===== config.mk =====
export PLATFORM = sky130hd
export DESIGN_NAME = input_conditioner
export DESIGN_NICKNAME = d
export VERILOG_FILES = /design/src/rtl/input_conditioner.sv
export SDC_FILE = /design/constraint.sdc
export NUM_CORES = 1
export LEC_CHECK = 0
export CAP_MARGIN = 25
export CORE_MARGIN = 2
export CORE_UTILIZATION = 50
export DETAILED_ROUTE_END_ITERATION = 8
export GPL_ROUTABILITY_DRIVEN = 1
export GPL_TIMING_DRIVEN = 0
export MAX_ROUTING_LAYER = met4
export PLACE_DENSITY = 0.76
export REMOVE_ABC_BUFFERS = 1
export SYNTH_ARGS = -nofsm -noshare
export SYNTH_HDL_FRONTEND = slang
export SYNTH_SLANG_ARGS = --single-unit

===== constraint.sdc =====
create_clock -name clk -period 2.6 [get_ports clk]
set_input_delay 0.26 -clock clk [delete_from_list [all_inputs] [get_ports clk]]
set_output_delay 0.26 -clock clk [all_outputs]
set_load 0.1 [all_outputs]

===== src/rtl/input_conditioner.sv =====
// Synchronises and debounces the raw push-button and 4-bit slide switches, and emits one-cycle event pulses.
// Optional macro INPUT_COND_SIM_FAST_EN forces a debounce window of 16 cycles for fast simulation.
module input_conditioner #(
    parameter int unsigned DEBOUNCE_CYCLES = 1_000_000,
    parameter logic [3:0]  SW_RESET_VAL    = 4'h8
) (
    input  logic       clk,
    input  logic       rst_n,
    input  logic       btn_raw,
    input  logic [3:0] sw_raw,
    output logic       btn_level,
    output logic       btn_pulse,
    output logic [3:0] sw_stable,
    output logic       sw_changed
);

`ifdef INPUT_COND_SIM_FAST_EN
    localparam int unsigned N = 16;
`else
    localparam int unsigned N = DEBOUNCE_CYCLES;
`endif
    localparam int unsigned   CW       = $clog2(N);
    localparam logic [CW-1:0] CNT_LAST = CW'(N - 1);

    logic          r_btn_s1, r_btn_s2, r_btn_s2_d;
    logic [CW-1:0] r_btn_cnt;
    logic          r_btn_level, r_btn_pulse;

    logic [3:0]    r_sw_s1, r_sw_s2, r_sw_s2_d;
    logic [CW-1:0] r_sw_cnt;
    logic [3:0]    r_sw_stable;
    logic          r_sw_changed;

    logic w_btn_restart, w_btn_done;
    logic w_sw_restart, w_sw_done;

    // Restart whenever the input matches the output or moved since the last edge.
    always_comb begin
        w_btn_restart = (r_btn_s2 == r_btn_level) || (r_btn_s2 != r_btn_s2_d);
        w_btn_done    = !w_btn_restart && (r_btn_cnt == CNT_LAST);
        w_sw_restart  = (r_sw_s2 == r_sw_stable) || (r_sw_s2 != r_sw_s2_d);
        w_sw_done     = !w_sw_restart && (r_sw_cnt == CNT_LAST);
    end

    always_ff @(posedge clk or negedge rst_n) begin
        if (!rst_n) begin
            r_btn_s1    <= 1'b0;
            r_btn_s2    <= 1'b0;
            r_btn_s2_d  <= 1'b0;
            r_btn_cnt   <= '0;
            r_btn_level <= 1'b0;
            r_btn_pulse <= 1'b0;
        end else begin
            r_btn_s1    <= btn_raw;
            r_btn_s2    <= r_btn_s1;
            r_btn_s2_d  <= r_btn_s2;
            r_btn_pulse <= 1'b0;
            if (w_btn_restart) begin
                r_btn_cnt <= '0;
            end else if (w_btn_done) begin
                r_btn_level <= r_btn_s2;
                r_btn_pulse <= r_btn_s2;
                r_btn_cnt   <= '0;
            end else begin
                r_btn_cnt <= r_btn_cnt + CW'(1);
            end
        end
    end

    always_ff @(posedge clk or negedge rst_n) begin
        if (!rst_n) begin
            r_sw_s1      <= SW_RESET_VAL;
            r_sw_s2      <= SW_RESET_VAL;
            r_sw_s2_d    <= SW_RESET_VAL;
            r_sw_cnt     <= '0;
            r_sw_stable  <= SW_RESET_VAL;
            r_sw_changed <= 1'b0;
        end else begin
            r_sw_s1      <= sw_raw;
            r_sw_s2      <= r_sw_s1;
            r_sw_s2_d    <= r_sw_s2;
            r_sw_changed <= 1'b0;
            if (w_sw_restart) begin
                r_sw_cnt <= '0;
            end else if (w_sw_done) begin
                r_sw_stable  <= r_sw_s2;
                r_sw_changed <= 1'b1;
                r_sw_cnt     <= '0;
            end else begin
                r_sw_cnt <= r_sw_cnt + CW'(1);
            end
        end
    end

    assign btn_level  = r_btn_level;
    assign btn_pulse  = r_btn_pulse;
    assign sw_stable  = r_sw_stable;
    assign sw_changed = r_sw_changed;

endmodule


### Wiring by layer, run 1

Drawn at 4 px/micron.
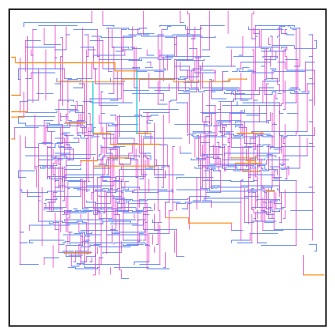
- orange: metal 3 (wire length 200 microns)
- magenta: metal 2 (wire length 2,470 microns)
- cyan: metal 4 (wire length 28.6 microns)
- blue: metal 1 (wire length 2,360 microns)
vias after detailed routing: 1,988
wire per inst: 14.06 microns
GRT Overall Usage: 17.88%

### Track usage over the die, run 1

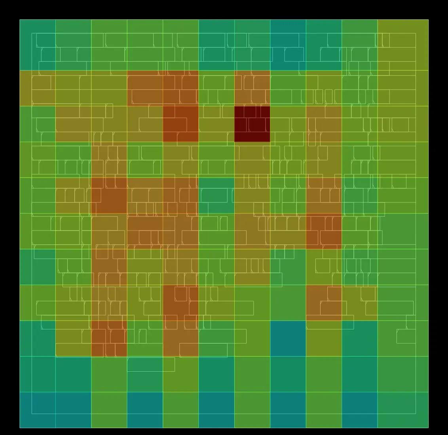
met1 demand-to-capacity share in global routing: 21.77%
routing usage on met3: 6.136%
fraction of the core area covered by cells at the end of the flow: 59.10%
met2 Resource Use GR: 28.46%

### Sequential cells grouped by signal name, run 1

Drawn at 4 px/micron.
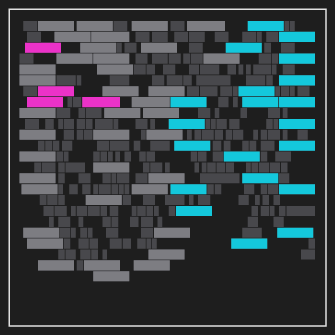
- magenta: `r_sw_s1` (sequential cells 4; where top left)
- cyan: `r_sw_cnt` (sequential cells 20)
sequential cell power: 993 uW
Register Area: 1556 sq um
share of the final layout cell area in sequential cells: 48.42%

==> impl_metrics.yaml, run 1 <==
# physical design summary
run_status:
  run_status: "complete, no violations"
power_and_ir_drop:
  power.sequential.fraction_pct: 57.2
  combPwrFrac_pct: 3.5
  power_per_cell_area_nw_per_um2: 540.2
flow_run:
  tally_of_openroad_warnings: 25
synthesis:
  xor_share_pct: 9.079
  synth.area.top_cells: "dfrtp_1 52%, xor2_1 5.3%, dfstp_2 3.8%"
global_routing:
  grt_first_pass_wirelength_mm: 8.314
cells_and_area:
  most_common_library_cell_in_the_layout_ignoring_fill_and_taps: "dfrtp_1"
hold_path:
  hp-class: "input port to async pin"
placement:
  finalWeightedCongestion: 0.8599
  pre_cts_worst_setup_slack_ns: 0.1454
  dpl.hpwl_mm: 3.456
critical_path:
  setup.worst_path.start: "r_sw_cnt[15]"
  reg2regPathDepth: 4
  reg2reg_to: "r_sw_cnt[4]"
  setup_slack_reg_to_reg_ns: 0.15
  cp-endpoint: "r_sw_cnt[4]"
sta:
  hold_viol_final: 0
  setup_viol: 0
floorplanning:
  core-area_sq_um: 5439
clock_tree:
  cts_made_buffers: 9
## Run 2: what changed since run 1
Settings changed: GPL_ROUTABILITY_DRIVEN 1 to default, PLACE_DENSITY 0.76 to 0.79, RECOVER_POWER from default to 100.
Clock period 2.6 ns to 2.2 ns, I/O delays scaled along.
==> run 2 against run 1 <==
The run now ends with negative setup slack left. Sequential power rose by about 20%. Clock skew grew 0.0015 ns. Worst setup slack worse by 0.26 ns. Fmax increased by 6.1%. Highest routed layer unchanged. Critical path depth is 1 higher. Synthesized area stayed put. Sequential share of layout area decreased by 1.7 points. Power grew 22%. Die area stayed put. Critical endpoint is now sw_stable[2].
==> impl_metrics.yaml, run 2 <==
# physical design summary
run_status:
  run_status: "finished with violations"
  violated_checks: "negative setup slack"
global_routing:
  use_met3_pct: 6.477
  met2_usage_pct: 31.03
  grt_first_pass_wirelength_mm: 9.204
critical_path:
  reg2regPathDepth: 5
  reg2reg_to: "sw_stable[2]"
  cp-endpoint: "sw_stable[2]"
placement:
  finalWeightedCongestion: 0.8410
  dpl.hpwl_mm: 3.447
power_and_ir_drop:
  power.sequential.fraction_pct: 55.5
  combPwrFrac_pct: 3.5
sta:
  setup_viol: 20
  post-route-worst-setup-slack_ns: -0.1075
  hold_viol_final: 0
floorplanning:
  core-area_sq_um: 5439
hold_path:
  hp-class: "flop to flop"
flow_run:
  tally_of_openroad_warnings: 27
clock_tree:
  cts_made_buffers: 9
synthesis:
  synth.area.top_cells: "dfrtp_1 52%, xor2_1 5.3%, dfstp_2 3.8%"
### Sequential cells grouped by signal name, run 2

Drawn at 4 px/micron.
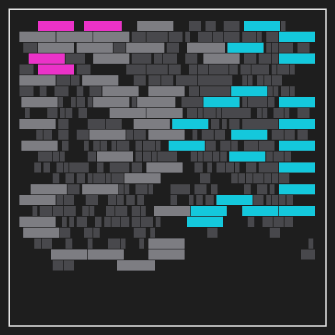
- cyan: `r_sw_cnt` (sequential cells 20)
- magenta: `r_sw_s1` (sequential cells 4; where top left)
Register Area: 1558 sq um
sequential cell power: 1170 uW
fraction of the core area covered by cells at the end of the flow: 61.35%
share of the final layout cell area in sequential cells: 46.68%

### Pin placement, run 2

Drawn at 4 px/micron. Pins as bars across the die edge, other pins in gray.
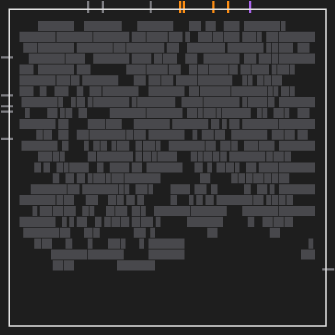
- purple: `sw_changed` (pins 1; direction output; edge top)
- orange: `sw_stable` (pins 4; direction output; edge top)
- all pins by edge: 8 top, 5 left, 1 right
total of buffers placed on input and output ports: 13
die height: 78.80 microns
Die W: 78.80 microns

### Wiring by layer, run 2

Drawn at 4 px/micron.
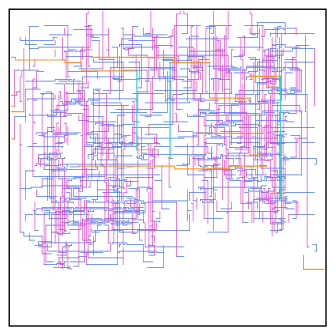
- blue: metal 1 (wire length 2,450 microns)
- cyan: metal 4 (wire length 74.1 microns)
- orange: metal 3 (wire length 189 microns)
- magenta: metal 2 (wire length 2,870 microns)
GRT Overall Usage: 19.69%
Routed Wire Length: 5.587 mm
vias after detailed routing: 2,075

Power and IR drop assume default switching activity.
